[src/rtl/alu_pwr_pkg.sv]
// Shared definitions for the ALU power-sequencing controller: state encoding,
// default timing parameters and the timer sizing helper.
package alu_pwr_pkg;

  typedef enum logic [2:0] {
    ST_OFF      = 3'd0,
    ST_PWR_WAIT = 3'd1,
    ST_ON       = 3'd2,
    ST_DRAIN    = 3'd3,
    ST_ISO_WAIT = 3'd4
  } pwr_state_e;

  localparam int DEF_PWR_UP_CYCLES    = 4;
  localparam int DEF_ISO_SETUP_CYCLES = 2;
  localparam int DEF_IDLE_TIMEOUT     = 64;

  // Bits needed to hold values 0..max_val; never narrower than one bit.
  function automatic int timer_width(input int max_val);
    return (max_val < 1) ? 1 : $clog2(max_val + 1);
  endfunction

endpackage

[src/rtl/alu_pwr_timer.sv]
// Loadable down-counter shared by the power-up and isolation-setup waits.
// done flags the final cycle of a wait, so a load of N yields exactly N edges.
module alu_pwr_timer
  import alu_pwr_pkg::*;
#(
  parameter int W = 3
) (
  input  logic         clk,
  input  logic         rst_n,
  input  logic         load,
  input  logic [W-1:0] load_val,
  input  logic         dec,
  output logic         done
);

  logic [W-1:0] cnt_q;
  logic [W-1:0] cnt_d;

  always_comb begin
    cnt_d = cnt_q;
    if (load) begin
      cnt_d = load_val;
    end else if (dec && (cnt_q != '0)) begin
      cnt_d = cnt_q - W'(1);
    end
  end

  always_ff @(posedge clk or negedge rst_n) begin
    if (!rst_n) begin
      cnt_q <= '0;
    end else begin
      cnt_q <= cnt_d;
    end
  end

  assign done = (cnt_q <= W'(1));

endmodule

[src/rtl/alu_pwr_ctrl.sv]
// Power-sequencing controller for the ALU domain: orders isolation and power
// enable, drains in-flight work and gates starts. Optional idle auto power-down
// is built when ALU_PWR_AUTO_OFF_EN is defined.
module alu_pwr_ctrl
  import alu_pwr_pkg::*;
#(
  parameter int PWR_UP_CYCLES    = DEF_PWR_UP_CYCLES,
  parameter int ISO_SETUP_CYCLES = DEF_ISO_SETUP_CYCLES,
  parameter int IDLE_TIMEOUT     = DEF_IDLE_TIMEOUT
) (
  input  logic       clk,
  input  logic       rst_n,
  input  logic       pwr_up_req,
  input  logic       pwr_down_req,
  input  logic       start_in,
  input  logic       alu_busy,
  output logic       start_out,
  output logic       op_stall,
  output logic       alu_pwr_en,
  output logic       iso_en,
  output logic       pwr_ack,
  output logic [2:0] pwr_state
);

  localparam int TMR_MAX = (PWR_UP_CYCLES > ISO_SETUP_CYCLES) ? PWR_UP_CYCLES
                                                              : ISO_SETUP_CYCLES;
  localparam int TMR_W   = timer_width(TMR_MAX);

  if ((PWR_UP_CYCLES < 1) || (ISO_SETUP_CYCLES < 1) || (IDLE_TIMEOUT < 1)) begin : g_param_chk
    $error("alu_pwr_ctrl: cycle-count parameters must be at least 1");
  end

  pwr_state_e state_q;
  pwr_state_e state_d;
  logic       alu_pwr_en_q;
  logic       alu_pwr_en_d;
  logic       iso_en_q;
  logic       iso_en_d;
  logic       pwr_ack_q;
  logic       pwr_ack_d;

  logic             tmr_load;
  logic [TMR_W-1:0] tmr_load_val;
  logic             tmr_dec;
  logic             tmr_done;

  logic auto_off;
  logic down_req;

`ifdef ALU_PWR_AUTO_OFF_EN
  localparam int IDLE_W = timer_width(IDLE_TIMEOUT);

  logic [IDLE_W-1:0] idle_cnt_q;
  logic [IDLE_W-1:0] idle_cnt_d;
  logic              idle_cycle;

  // The trigger fires on the cycle that completes the idle run, then restarts.
  always_comb begin
    idle_cycle = (state_q == ST_ON) && !alu_busy && !start_in;
    auto_off   = idle_cycle && (idle_cnt_q == IDLE_W'(IDLE_TIMEOUT - 1));
    idle_cnt_d = '0;
    if (idle_cycle && !auto_off) begin
      idle_cnt_d = idle_cnt_q + IDLE_W'(1);
    end
  end

  always_ff @(posedge clk or negedge rst_n) begin
    if (!rst_n) begin
      idle_cnt_q <= '0;
    end else begin
      idle_cnt_q <= idle_cnt_d;
    end
  end
`else
  assign auto_off = 1'b0;
`endif

  assign down_req = pwr_down_req | auto_off;

  always_comb begin
    state_d      = state_q;
    tmr_load     = 1'b0;
    tmr_load_val = '0;
    tmr_dec      = 1'b0;

    case (state_q)
      ST_OFF: begin
        // Down beats up (or a start-driven wake) so a requester can pin the domain off.
        if (!pwr_down_req && (pwr_up_req || start_in)) begin
          state_d      = ST_PWR_WAIT;
          tmr_load     = 1'b1;
          tmr_load_val = TMR_W'(PWR_UP_CYCLES);
        end
      end
      ST_PWR_WAIT: begin
        tmr_dec = 1'b1;
        if (tmr_done) begin
          state_d = ST_ON;
        end
      end
      ST_ON: begin
        if (down_req) begin
          if (alu_busy) begin
            state_d = ST_DRAIN;
          end else begin
            state_d      = ST_ISO_WAIT;
            tmr_load     = 1'b1;
            tmr_load_val = TMR_W'(ISO_SETUP_CYCLES);
          end
        end
      end
      ST_DRAIN: begin
        if (!alu_busy) begin
          state_d      = ST_ISO_WAIT;
          tmr_load     = 1'b1;
          tmr_load_val = TMR_W'(ISO_SETUP_CYCLES);
        end
      end
      ST_ISO_WAIT: begin
        tmr_dec = 1'b1;
        if (tmr_done) begin
          state_d = ST_OFF;
        end
      end
      default: begin
        state_d = ST_OFF;
      end
    endcase

    // Outputs decode the next state so they change on the same edge as the state.
    alu_pwr_en_d = (state_d != ST_OFF);
    iso_en_d     = (state_d != ST_ON);
    pwr_ack_d    = ((state_q == ST_PWR_WAIT) && (state_d == ST_ON)) ||
                   ((state_q == ST_ISO_WAIT) && (state_d == ST_OFF));
  end

  always_ff @(posedge clk or negedge rst_n) begin
    if (!rst_n) begin
      state_q      <= ST_OFF;
      alu_pwr_en_q <= 1'b0;
      iso_en_q     <= 1'b1;
      pwr_ack_q    <= 1'b0;
    end else begin
      state_q      <= state_d;
      alu_pwr_en_q <= alu_pwr_en_d;
      iso_en_q     <= iso_en_d;
      pwr_ack_q    <= pwr_ack_d;
    end
  end

  alu_pwr_timer #(
    .W (TMR_W)
  ) u_timer (
    .clk      (clk),
    .rst_n    (rst_n),
    .load     (tmr_load),
    .load_val (tmr_load_val),
    .dec      (tmr_dec),
    .done     (tmr_done)
  );

  assign start_out  = start_in && (state_q == ST_ON) && !down_req;
  assign op_stall   = start_in && !start_out;
  assign alu_pwr_en = alu_pwr_en_q;
  assign iso_en     = iso_en_q;
  assign pwr_ack    = pwr_ack_q;
  assign pwr_state  = state_q;

endmodule
[config.mk]
export PLATFORM = sky130hd
export DESIGN_NAME = alu_pwr_ctrl
export DESIGN_NICKNAME = d
export VERILOG_FILES = /design/src/rtl/alu_pwr_pkg.sv /design/src/rtl/alu_pwr_timer.sv /design/src/rtl/alu_pwr_ctrl.sv
export SDC_FILE = /design/constraint.sdc
export NUM_CORES = 1
export LEC_CHECK = 0
export CORE_AREA = 3 3 40 42
export DETAILED_ROUTE_END_ITERATION = 10
export DIE_AREA = 0 0 43 45
export HOLD_SLACK_MARGIN = 0.15
export PLACE_DENSITY = 0.71
export SYNTH_ARGS = -nofsm -noshare
export SYNTH_HDL_FRONTEND = slang
export SYNTH_SLANG_ARGS = --single-unit
[constraint.sdc]
create_clock -name clk -period 1.9 [get_ports clk]
set_input_delay 0.19 -clock clk [delete_from_list [all_inputs] [get_ports clk]]
set_output_delay 0.19 -clock clk [all_outputs]
set_load 0.01 [all_outputs]
Figure 1. Clock distribution.
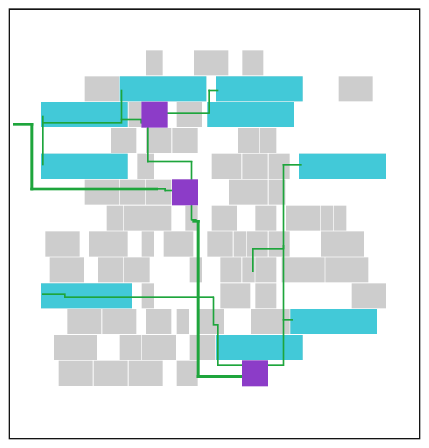
[clock wires] green | length: 154 µm
[clock-net drivers] purple | count: 3
[flip-flops] cyan | count: 9
routed clock nets: 4

Figure 2. Wiring by layer.
Bar = 10 µm.
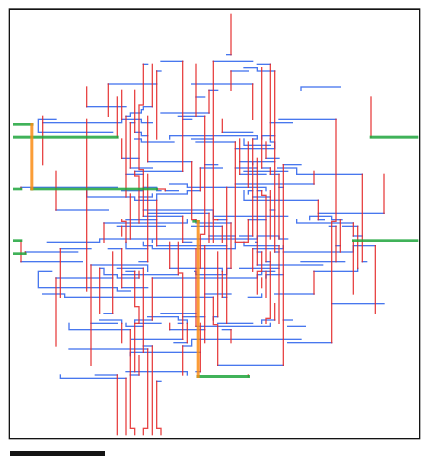
| layer | colour | wire length |
|---|---|---|
| M1 | blue | 644 µm |
| M2 | red | 634 µm |
| M3 | green | 45.3 µm |
| M4 | orange | 23.1 µm |

Figure 3. Pin placement.
Pins as bars across the die edge, other pins in grey.
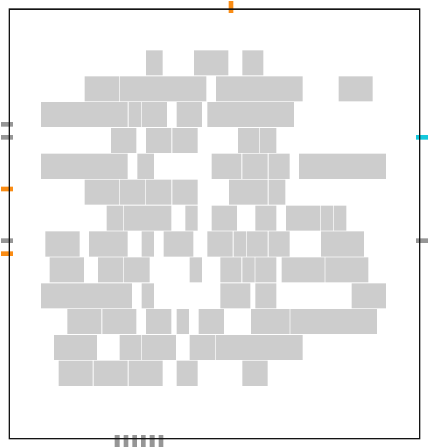
| port | colour | pins | direction | edge |
|---|---|---|---|---|
| pwr_state | orange | 3 | output | 2 west, 1 north |
| pwr_ack | cyan | 1 | output | east |

Figure 4. Cell outlines without signal wires.
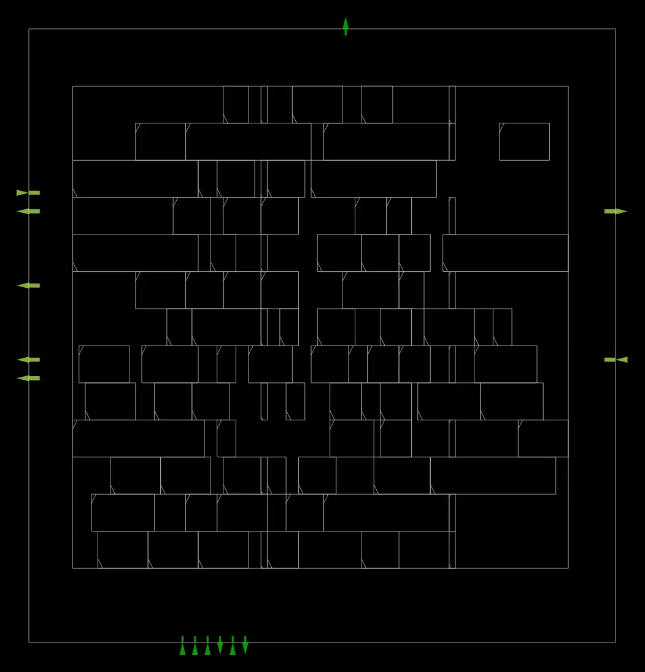
tap cell count: 15
Layout Utilization: 59.8%

Figure 5. Nets reached from selected ports.
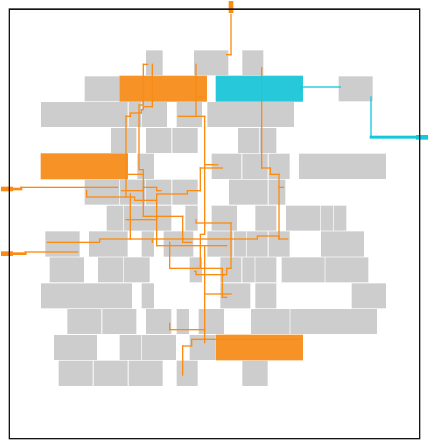
| port | colour | bits | direction | edge | end cells | wire |
|---|---|---|---|---|---|---|
| pwr_state | orange | 3 | output | 2 west, 1 north | 3 | 243 µm |
| pwr_ack | cyan | 1 | output | east | 1 | 13.6 µm |

==> summary.txt <==
fin. max-slew vios: 0
DP Wirelength: 1010 µm
top post-synthesis cells by count: dfrtp_1 (8), nor2_1 (5), ha_1 (3), inv_1 (3), nand2b_1 (3)
Crit path depth: 3
GP Congestion: 0.756
Commonest flop: dfrtp_1
final setup margin: 0.125 ns
R2R Path Start: u_timer.cnt_q[1]
Worst-path clk slew: 0.07 ns
Inst Count DP: 88
Starting DRT DRC Count: 5
Core Box Area: 1280 µm²
crit path cell chain: nor2b_2 -> and3_1 -> clkdlybuf4s50_1
Tot GR Track Use: 16.8%
Max IR drop VDD: 0.000903 V
Leakage Power: 0.000338 µW
main logic family after synthesis: AND-OR/OR-AND gates
final-stage net count: 87
Seq/total area: 29.5%
yosys warns: 0
Post-Syn Instances: 59
DR pass1 iterations: 3
Post-Syn Area: 568 µm²
Max Root-Sink Buffers: 2
P_seq: 374 µW
met3 global-route usage: 3.98%
Comb/total area: 42.0%
aoi share: 25.8%
number of port buffers: 13
yosys simple share: 20.5%
bufs w/o clock: 17
post-synth top area cell: dfrtp_1
pre-CTS setup slack: 0.104 ns
row cnt: 13
xor/xnor share: 3.08%
Avg Vias per Cell: 5.63
CP peak stage delay: 0.53 ns
worst setup path end: start_out
CTS Buf Count: 3
highest metal used: met4
Critical Path Source: pwr_state[2]
largest net degree at the start of global routing: 10
insertion delay to the later sink of the worst-skew pair: 0.27 ns
Synth-to-Final Area Change: 35.2%
number of H-tree levels: 1
WP data arrival: 1.58 ns
HP Class: in -> async
FMAX: 563 MHz
Die ar.: 1940 µm²
top post-synthesis cells by area: dfrtp_1 (35%), ha_1 (6.6%), dfstp_2 (4.6%)
clock group share of total power: 12.1%
CP max FO: 6
Reg-to-Reg End: iso_en
detailed-route via count: 518
Comb pwr share: 58.4%
WL/cell: 14.6 µm
CTS resizes: 0
TNS Setup: 0 ns
Synth Seq Share: 39.9%
vias in the first global route: 533
CP max stage cell: clkdlybuf4s50_1
share of layout cells above drive strength 1: 16.9%
Clock group: 154 µW
maxcap violations: 0
Worst R2R Setup Slack: 0.15 ns
post-synth cell types: 31
Commonest Layout Cell: clkdlybuf4s50_1
syn_area_per_cell: 9.63 µm²
Final Hold Fails: 0
Gate Area: 323 µm²
initial antenna violation count: 0
Final period util: 93.4%
TritonCTS clock tree: built
grt met1 use: 21.1%
Routed WL: 1350 µm
post-CTS setup buffer count: 0
Power per Cell Area: 1650 nW/µm²
Post-synth regs: 9
Top Layout Cells: clkdlybuf4s50_1 (12), dfrtp_1 (8), nor2_1 (4), buf_4 (4)
CP Capture Type: output pin
clock network area share: 3.42%
worst r2r path cells: 5
Sink Count: 9
Non-Clock Buffer Area Fraction: 21.2%
status: finished, final reports clean
Multiplexer share: 0%
dpl cell area: 734 µm²
Log Warnings: 28
number of diodes: 0
No activity file was given, so power comes from the tool's default toggle rates.
